Figure 1. Metal layers overlaid (run 1).
Two of the layers only.
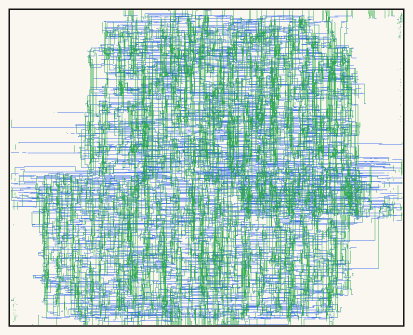
Figure 2. The clock network (run 1).
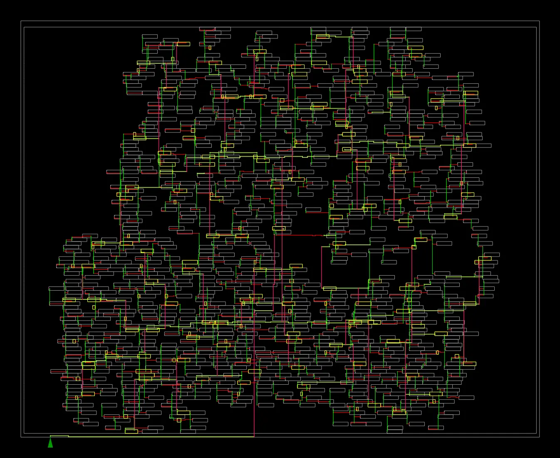
Figure 3. Port wiring (run 1).
Bar = 100 µm.
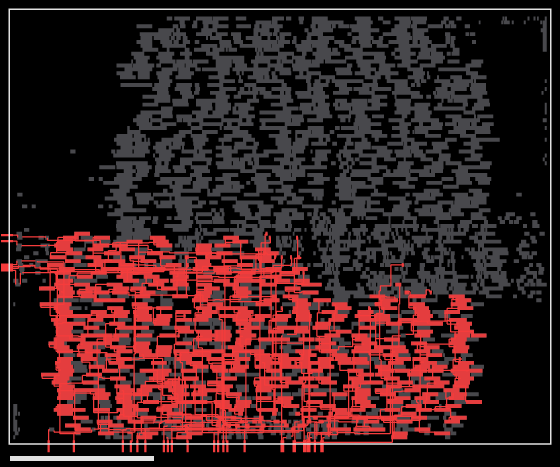
## config.mk

```make
export PLATFORM = sky130hd
export DESIGN_NAME = branch_target_predictor
export DESIGN_NICKNAME = d
export VERILOG_FILES = /design/src/rtl/branch_target_predictor.sv
export SDC_FILE = /design/constraint.sdc
export NUM_CORES = 1
export LEC_CHECK = 0
export CAP_MARGIN = 15
export CORE_ASPECT_RATIO = 0.8
export CORE_MARGIN = 2
export CORE_UTILIZATION = 40
export DETAILED_ROUTE_END_ITERATION = 12
export PLACE_DENSITY = 0.59
export SKIP_LAST_GASP = 1
export SLEW_MARGIN = 15
export SYNTH_ARGS = -nofsm -noshare
export SYNTH_HDL_FRONTEND = slang
export SYNTH_SLANG_ARGS = --single-unit
```

## constraint.sdc

```tcl
create_clock -name clk -period 12.3 [get_ports clk]
set_input_delay 1.845 -clock clk [delete_from_list [all_inputs] [get_ports clk]]
set_output_delay 1.845 -clock clk [all_outputs]
set_load 0.02 [all_outputs]
```

## src/rtl/branch_target_predictor.sv

```systemverilog
// Branch target buffer for the RV32I fetch stage.
// Direct-mapped table of {valid, tag, target, 2-bit counter}. The IF lookup is
// combinational from the registered table. EX-stage training and flush
// generation happen here too. Optional statistics counters are built when
// BRANCH_PREDICTOR_STATS_EN is defined; otherwise both count ports read 0.
module branch_target_predictor #(
  parameter int ENTRIES = 16
) (
  input  logic        clk,
  input  logic        rst,
  input  logic [31:0] PCF,
  output logic        PredTakenF,
  output logic [31:0] PredTargetF,
  input  logic [31:0] PCE,
  input  logic [2:0]  BranchTypeE,
  input  logic        BranchE,
  input  logic [31:0] BranchTargetE,
  input  logic        PredTakenE,
  input  logic [31:0] PredTargetE,
  input  logic        StallE,
  output logic        MispredictE,
  output logic [31:0] CorrectPCE,
  output logic [31:0] BranchCount,
  output logic [31:0] MispredCount
);

  localparam int IDX_W = $clog2(ENTRIES);
  localparam int TAG_W = 32 - IDX_W - 2;
  // Encoding of "not a branch" in the pipeline's BranchTypeE field
  localparam logic [2:0] NOBRANCH = 3'd0;

  logic             valid_q  [ENTRIES];
  logic [TAG_W-1:0] tag_q    [ENTRIES];
  logic [31:0]      target_q [ENTRIES];
  logic [1:0]       ctr_q    [ENTRIES];

  // Instructions are word aligned, so the low PC bits carry no information
  logic unused_pc_bits;
  assign unused_pc_bits = ^{PCF[1:0], PCE[1:0]};

  // ---------------- IF lookup ----------------
  logic [IDX_W-1:0] idx_f;
  logic [TAG_W-1:0] tag_f;
  logic             hit_f;

  assign idx_f       = PCF[IDX_W+1:2];
  assign tag_f       = PCF[31:IDX_W+2];
  assign hit_f       = valid_q[idx_f] && (tag_q[idx_f] == tag_f);
  assign PredTakenF  = hit_f & ctr_q[idx_f][1];
  assign PredTargetF = PredTakenF ? target_q[idx_f] : 32'd0;

  // ---------------- EX resolution ----------------
  logic [IDX_W-1:0] idx_e;
  logic [TAG_W-1:0] tag_e;
  logic             hit_e;
  logic             is_branch;
  logic             upd;
  logic             train;
  logic             alloc;
  logic             stale_clr;
  logic [1:0]       ctr_e;
  logic [1:0]       ctr_d;

  assign idx_e     = PCE[IDX_W+1:2];
  assign tag_e     = PCE[31:IDX_W+2];
  assign hit_e     = valid_q[idx_e] && (tag_q[idx_e] == tag_e);
  assign is_branch = (BranchTypeE != NOBRANCH);
  assign upd       = is_branch & ~StallE & ~rst;
  assign train     = upd & hit_e;
  assign alloc     = upd & ~hit_e & BranchE;
  // A non-branch that was predicted taken means the entry is stale: drop it
  assign stale_clr = ~is_branch & ~StallE & ~rst & PredTakenE & hit_e;
  assign ctr_e     = ctr_q[idx_e];

  // Saturating counter step for the entry being trained
  always_comb begin
    ctr_d = ctr_e;
    if (BranchE) begin
      if (ctr_e != 2'b11) ctr_d = ctr_e + 2'b01;
    end else begin
      if (ctr_e != 2'b00) ctr_d = ctr_e - 2'b01;
    end
  end

  // Flush request and redirect PC; a held or resetting EX never flushes
  always_comb begin
    MispredictE = 1'b0;
    if (!StallE && !rst) begin
      if (is_branch)
        MispredictE = (BranchE != PredTakenE) |
                      (BranchE & PredTakenE & (PredTargetE != BranchTargetE));
      else
        MispredictE = PredTakenE;
    end
  end

  assign CorrectPCE = (is_branch & BranchE) ? BranchTargetE : (PCE + 32'd4);

  // Table state: reset clears valid and sets weak-NT, otherwise one write per cycle
  always_ff @(posedge clk) begin
    if (rst) begin
      for (int i = 0; i < ENTRIES; i++) begin
        valid_q[i] <= 1'b0;
        ctr_q[i]   <= 2'b01;
      end
    end else if (train) begin
      ctr_q[idx_e] <= ctr_d;
      if (BranchE) target_q[idx_e] <= BranchTargetE;
    end else if (alloc) begin
      valid_q[idx_e]  <= 1'b1;
      tag_q[idx_e]    <= tag_e;
      target_q[idx_e] <= BranchTargetE;
      ctr_q[idx_e]    <= 2'b10;
    end else if (stale_clr) begin
      valid_q[idx_e] <= 1'b0;
    end
  end

`ifdef BRANCH_PREDICTOR_STATS_EN
  logic [31:0] branch_cnt_q;
  logic [31:0] mispred_cnt_q;

  // Free-running, wrapping statistics counters
  always_ff @(posedge clk) begin
    if (rst) begin
      branch_cnt_q  <= 32'd0;
      mispred_cnt_q <= 32'd0;
    end else begin
      if (upd)         branch_cnt_q  <= branch_cnt_q + 32'd1;
      if (MispredictE) mispred_cnt_q <= mispred_cnt_q + 32'd1;
    end
  end

  assign BranchCount  = branch_cnt_q;
  assign MispredCount = mispred_cnt_q;
`else
  assign BranchCount  = 32'd0;
  assign MispredCount = 32'd0;
`endif

endmodule
```

==> results_dict.tcl, run 1 <==
# implementation run metrics
set metrics [dict create \
    outcome "completed" \
    dpl-instance-area_um2 47600 \
    routed_wl_um 126000 \
    crit_chain "clkdlybuf4s50_1, buf_4, and2_1, nand2_1, or3_1, nor3_1, nand3_1, nor3_1, xnor2_1, a21oi_1, clkdlybuf4s50_1" \
    warnings 31 \
    antenna_cells 3 \
    logic_gates 1112 \
    worst-path-buf-inv 3 \
    r2r_cells 9 \
    cts_resized 0 \
    ys_sh_xor_pct 2.52 \
    ys_ff 976 \
    critPathTopFamily "simple AND/OR/NAND/NOR gates" \
    ys_async_sr_fraction_pct 0 \
    largest_cell_class "sequential cells" \
    rows 108 \
    post_cts_buffers 0 \
    buffers 273 \
    fp.dieW_um 375 \
    clockBufferDepth 3 \
    synthCells 2298 \
    worst_slew_pin_slew_ps 1150 \
    buf_share_pct 5.03 \
    ys_cells 2298 \
]
Back to the opening pictures, Figure 1:
[green] M2 | wire length: 58.2 mm
[blue] M1 | wire length: 53.6 mm

Back to the opening pictures, Figure 2:
TritonCTS Buffers: 102
Flop Count: 976
clkbuf count: 122

Back to the opening pictures, Figure 3:
[red] `BranchTargetE` | direction: input | edge: 26 bottom, 6 left | end cells: 576 | wire: 9190 µm

==> run 1: how the worst min path moves through the flow <==
stage,depth (start not counted),to,slack [ps]
2_1_floorplan,4,ctr_q[1][1]$_SDFFCE_PN0P_,1090
3_3_place_gp,4,ctr_q[13][1]$_SDFFCE_PN0P_,1350
3_5_place_dp,4,ctr_q[9][1]$_SDFFCE_PN0P_,1360
4_1_cts,4,ctr_q[13][1]$_SDFFCE_PN0P_,1340
5_1_grt,4,ctr_q[4][1]$_SDFFCE_PN0P_,1410
6_report,4,ctr_q[4][1]$_SDFFCE_PN0P_,1390
==> run 1: state kept, by name (all words and copies together) (netlist names) <==
signal and flops:
ctr_q 32, valid_q 16, target_q 512, tag_q 416
==> run 1: per-layer routing <==
layer | share of wire [%] | vias to the layer above | track usage [%]
li1 | - | 9812 | -
met1 | 43 | 13000 | 32.9
met2 | 46 | 1174 | 34.1
met3 | 8.8 | 176 | 4.24
met4 | 2.2 | 4 | 5.19
met5 | 0.017 | - | 0
==> run 1: cell usage after synthesis, types with 15 or more instances <==
master      n
a21o_1     16
edfxtp_1  976
or4_1      17
a21oi_1    34
nor2b_1    39
clkbuf_1   89
o311ai_1   15
xor2_1     45
xnor2_1    82
buf_2      32
nand4_1    21
inv_1      25
mux2i_1    47
nor2_1     80
buf_4      70
o21ai_0    22
buf_1      18
mux4_2    403
inv_2      29
o22a_1     15
o21ai_1    17
nand3_1    34
nand2_1    59
==> run 1: power breakdown <==
group	internal (µW)	leakage, µW	switching (µW)
logic	262	0.00566	372
registers	3690	0.00883	9.83
clock network	1750	0.00159	1330
total	5700	0.0161	1710
Figure 4. Close-up of the layout (run 1).
Window x 74 to 114, y 206 to 246 µm. Cells in grey, sequential cells in the stronger grey; small squares are vias.
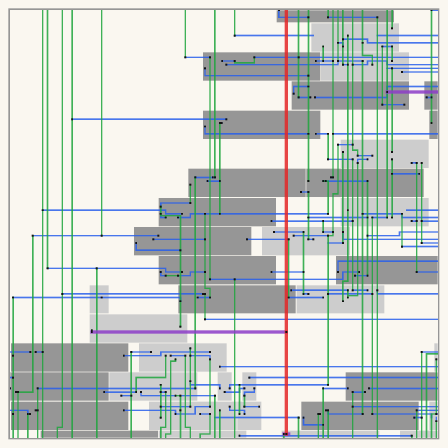

--- run 2 (diff from run 1) ---
clock period = 8.8 ns   (was 12.3 ns; I/O delays follow)
Figure 5. Close-up of the layout (run 2).
Window x 74 to 114, y 206 to 246 µm. Cells in grey, sequential cells in the stronger grey; small squares are vias.
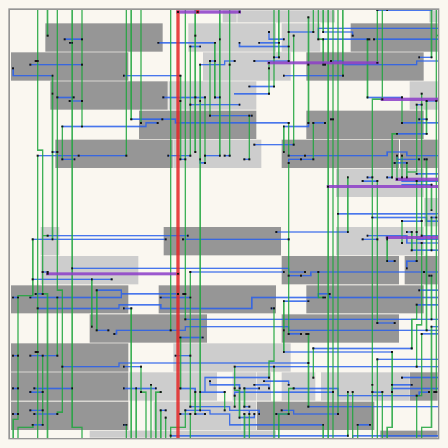
[blue] M1
[red] M4
[purple] M3
[green] M2
netlist names of flops here include: `tag_q` (20)
sequential cells in the window: 20
cells with their middle in the window: 37
most frequent: edfxtp_1 (20), mux4_2 (9), nand2_1 (2)

Figure 6. Port wiring (run 2).
Bar = 100 µm.
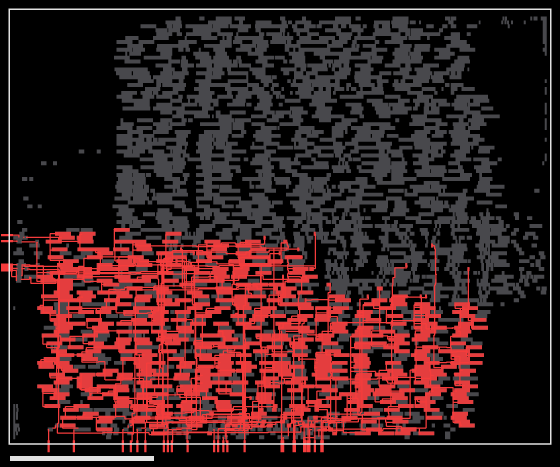
[red] `BranchTargetE` | direction: input | edge: 26 bottom, 6 left | end cells: 576 | wire: 10000 µm

==> results_dict.tcl, run 2 <==
# implementation run metrics
set metrics [dict create \
    routed_wl_um 129000 \
    critPathTopFamily "simple AND/OR/NAND/NOR gates" \
    fp.dieW_um 375 \
    p_comb_uw 889 \
    netSwitchingPower_uw 2380 \
    rsz0062_at_grt "no" \
    outcome "completed" \
    top_cells_by_count "edfxtp_1, mux4_2, clkbuf_1" \
    synthCells 2298 \
    ys_ff 976 \
    worst_slew_pin_slew_ps 1140 \
    post_cts_buffers 0 \
    warnings 31 \
    largest_reg_flops 512 \
    antenna_cells 0 \
    ys_cells 2298 \
    worst-path-buf-inv 2 \
    p_seq_uw 5170 \
    top_power_group "registers" \
    yosys.area.top_type_share_pct 66.4 \
    routed_via_density 6.02 \
    largest_area_cell "edfxtp_1" \
    yosysMostFrequentCell "edfxtp_1" \
    switching_share_pct 23.0 \
    min_path_cells 4 \
    cts_resized 0 \
    top_register "target_q" \
    yosysUniqueCellTypes 59 \
    p_int_uw 8000 \
    r2r_cells 9 \
    p_clk_uw 4330 \
    min_to "ctr_q[1][1]$_SDFFCE_PN0P_" \
    top_regs "target_q (512), tag_q (416), ctr_q (32)" \
    power.share.clock_pct 41.7 \
    timing.rr.start "tag_q[5][14]$_DFFE_PP_" \
    pwr-share-seq_pct 49.8 \
    ys_async_sr_fraction_pct 0 \
    worstPathMaxFanout 21 \
    grt_max_degree 70 \
    rows 108 \
    crit_chain "clkdlybuf4s50_1, nand3_1, nor4_1, nor2b_1, nand3_1, nor2_1, xnor2_1, a21oi_1, clkdlybuf4s50_1" \
    clockBufferDepth 3 \
]
Figure 7. The clock network (run 2).
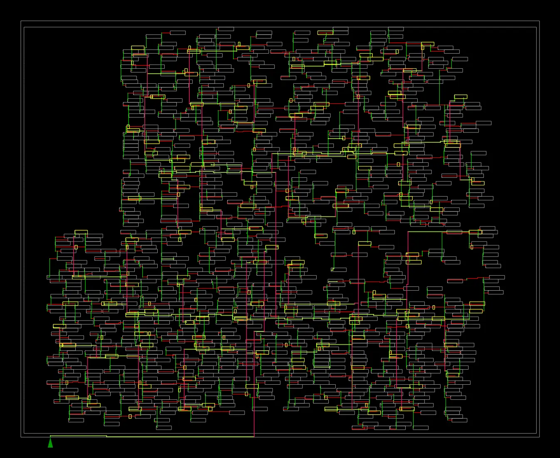
clkbuf count: 112
CTS sink cnt: 976
Insertion Delay late pin: 690 ps
TritonCTS Buffers: 100
Clock Skew: 38.5 ps

==> run 2: layout make-up <==
class	instances	share of cell area [%]
clock inverters	71	1.52
inverters	54	0.397
repair buffers	276	5.10
well taps	1430	3.51
multi-input cells	1112	27.0
flip-flops and latches	976	57.5
clock buffers	112	5.00
==> run 2: worst max path at each step <==
stage                      endpoint   start  depth (start not counted)
CTS                 PredTargetF[31]  PCF[2]                         11
global placement    PredTargetF[28]  PCF[2]                         11
finish               CorrectPCE[29]  PCE[6]                          9
floorplan           PredTargetF[10]  PCF[2]                         10
detailed placement  PredTargetF[31]  PCF[2]                         11
global route        PredTargetF[30]  PCF[2]                         10
==> run 2: logic make-up (layout without fill, tap and decap cells) <==
group	after synthesis	after routing	synth area share, %
mux	454	454	21.7
fa+ha+maj	5	5	0.142
flops	976	976	66.4
simple gates	305	305	3.51
other cells	1	64	0.00850
buf+inv	273	513	3.17
xor+xnor	127	127	2.52
compound gates	157	157	2.47
==> run 2: per-layer routing <==
| metal | wire length (µm) | up-vias | GRT usage [%] |
|---|---|---|---|
| li1 | - | 9799 | - |
| met4 | 2280 | 0 | 4.49 |
| met1 | 54800 | 13100 | 33.2 |
| met3 | 10700 | 172 | 4.41 |
| met2 | 60800 | 1151 | 35.5 |
| met5 | 0 | - | 0 |
==> run 2: worst register-to-register path: stages, from the launching register on <==
cell      delay (ps)
edfxtp_1         370
mux4_2           480
mux2i_1          180
xor2_1           340
o211ai_1         170
nor4b_1          850
o21ai_0          210
or4_4            760
nand2_1          330
inv_2            410
==> run 2: stage by stage <==
step	area (µm²)	util (%)	setup slack, ps	hold slack, ps
after floorplan	44300	-	3050	1090
after global placement	47700	43.8	1730	1330
after detailed placement	47700	43.8	1680	1340
after CTS	51000	46.8	1660	1360
after global routing	51000	46.8	1310	1410
final	51000	46.8	1440	1400
No activity file was given, so power comes from the tool's default toggle rates.
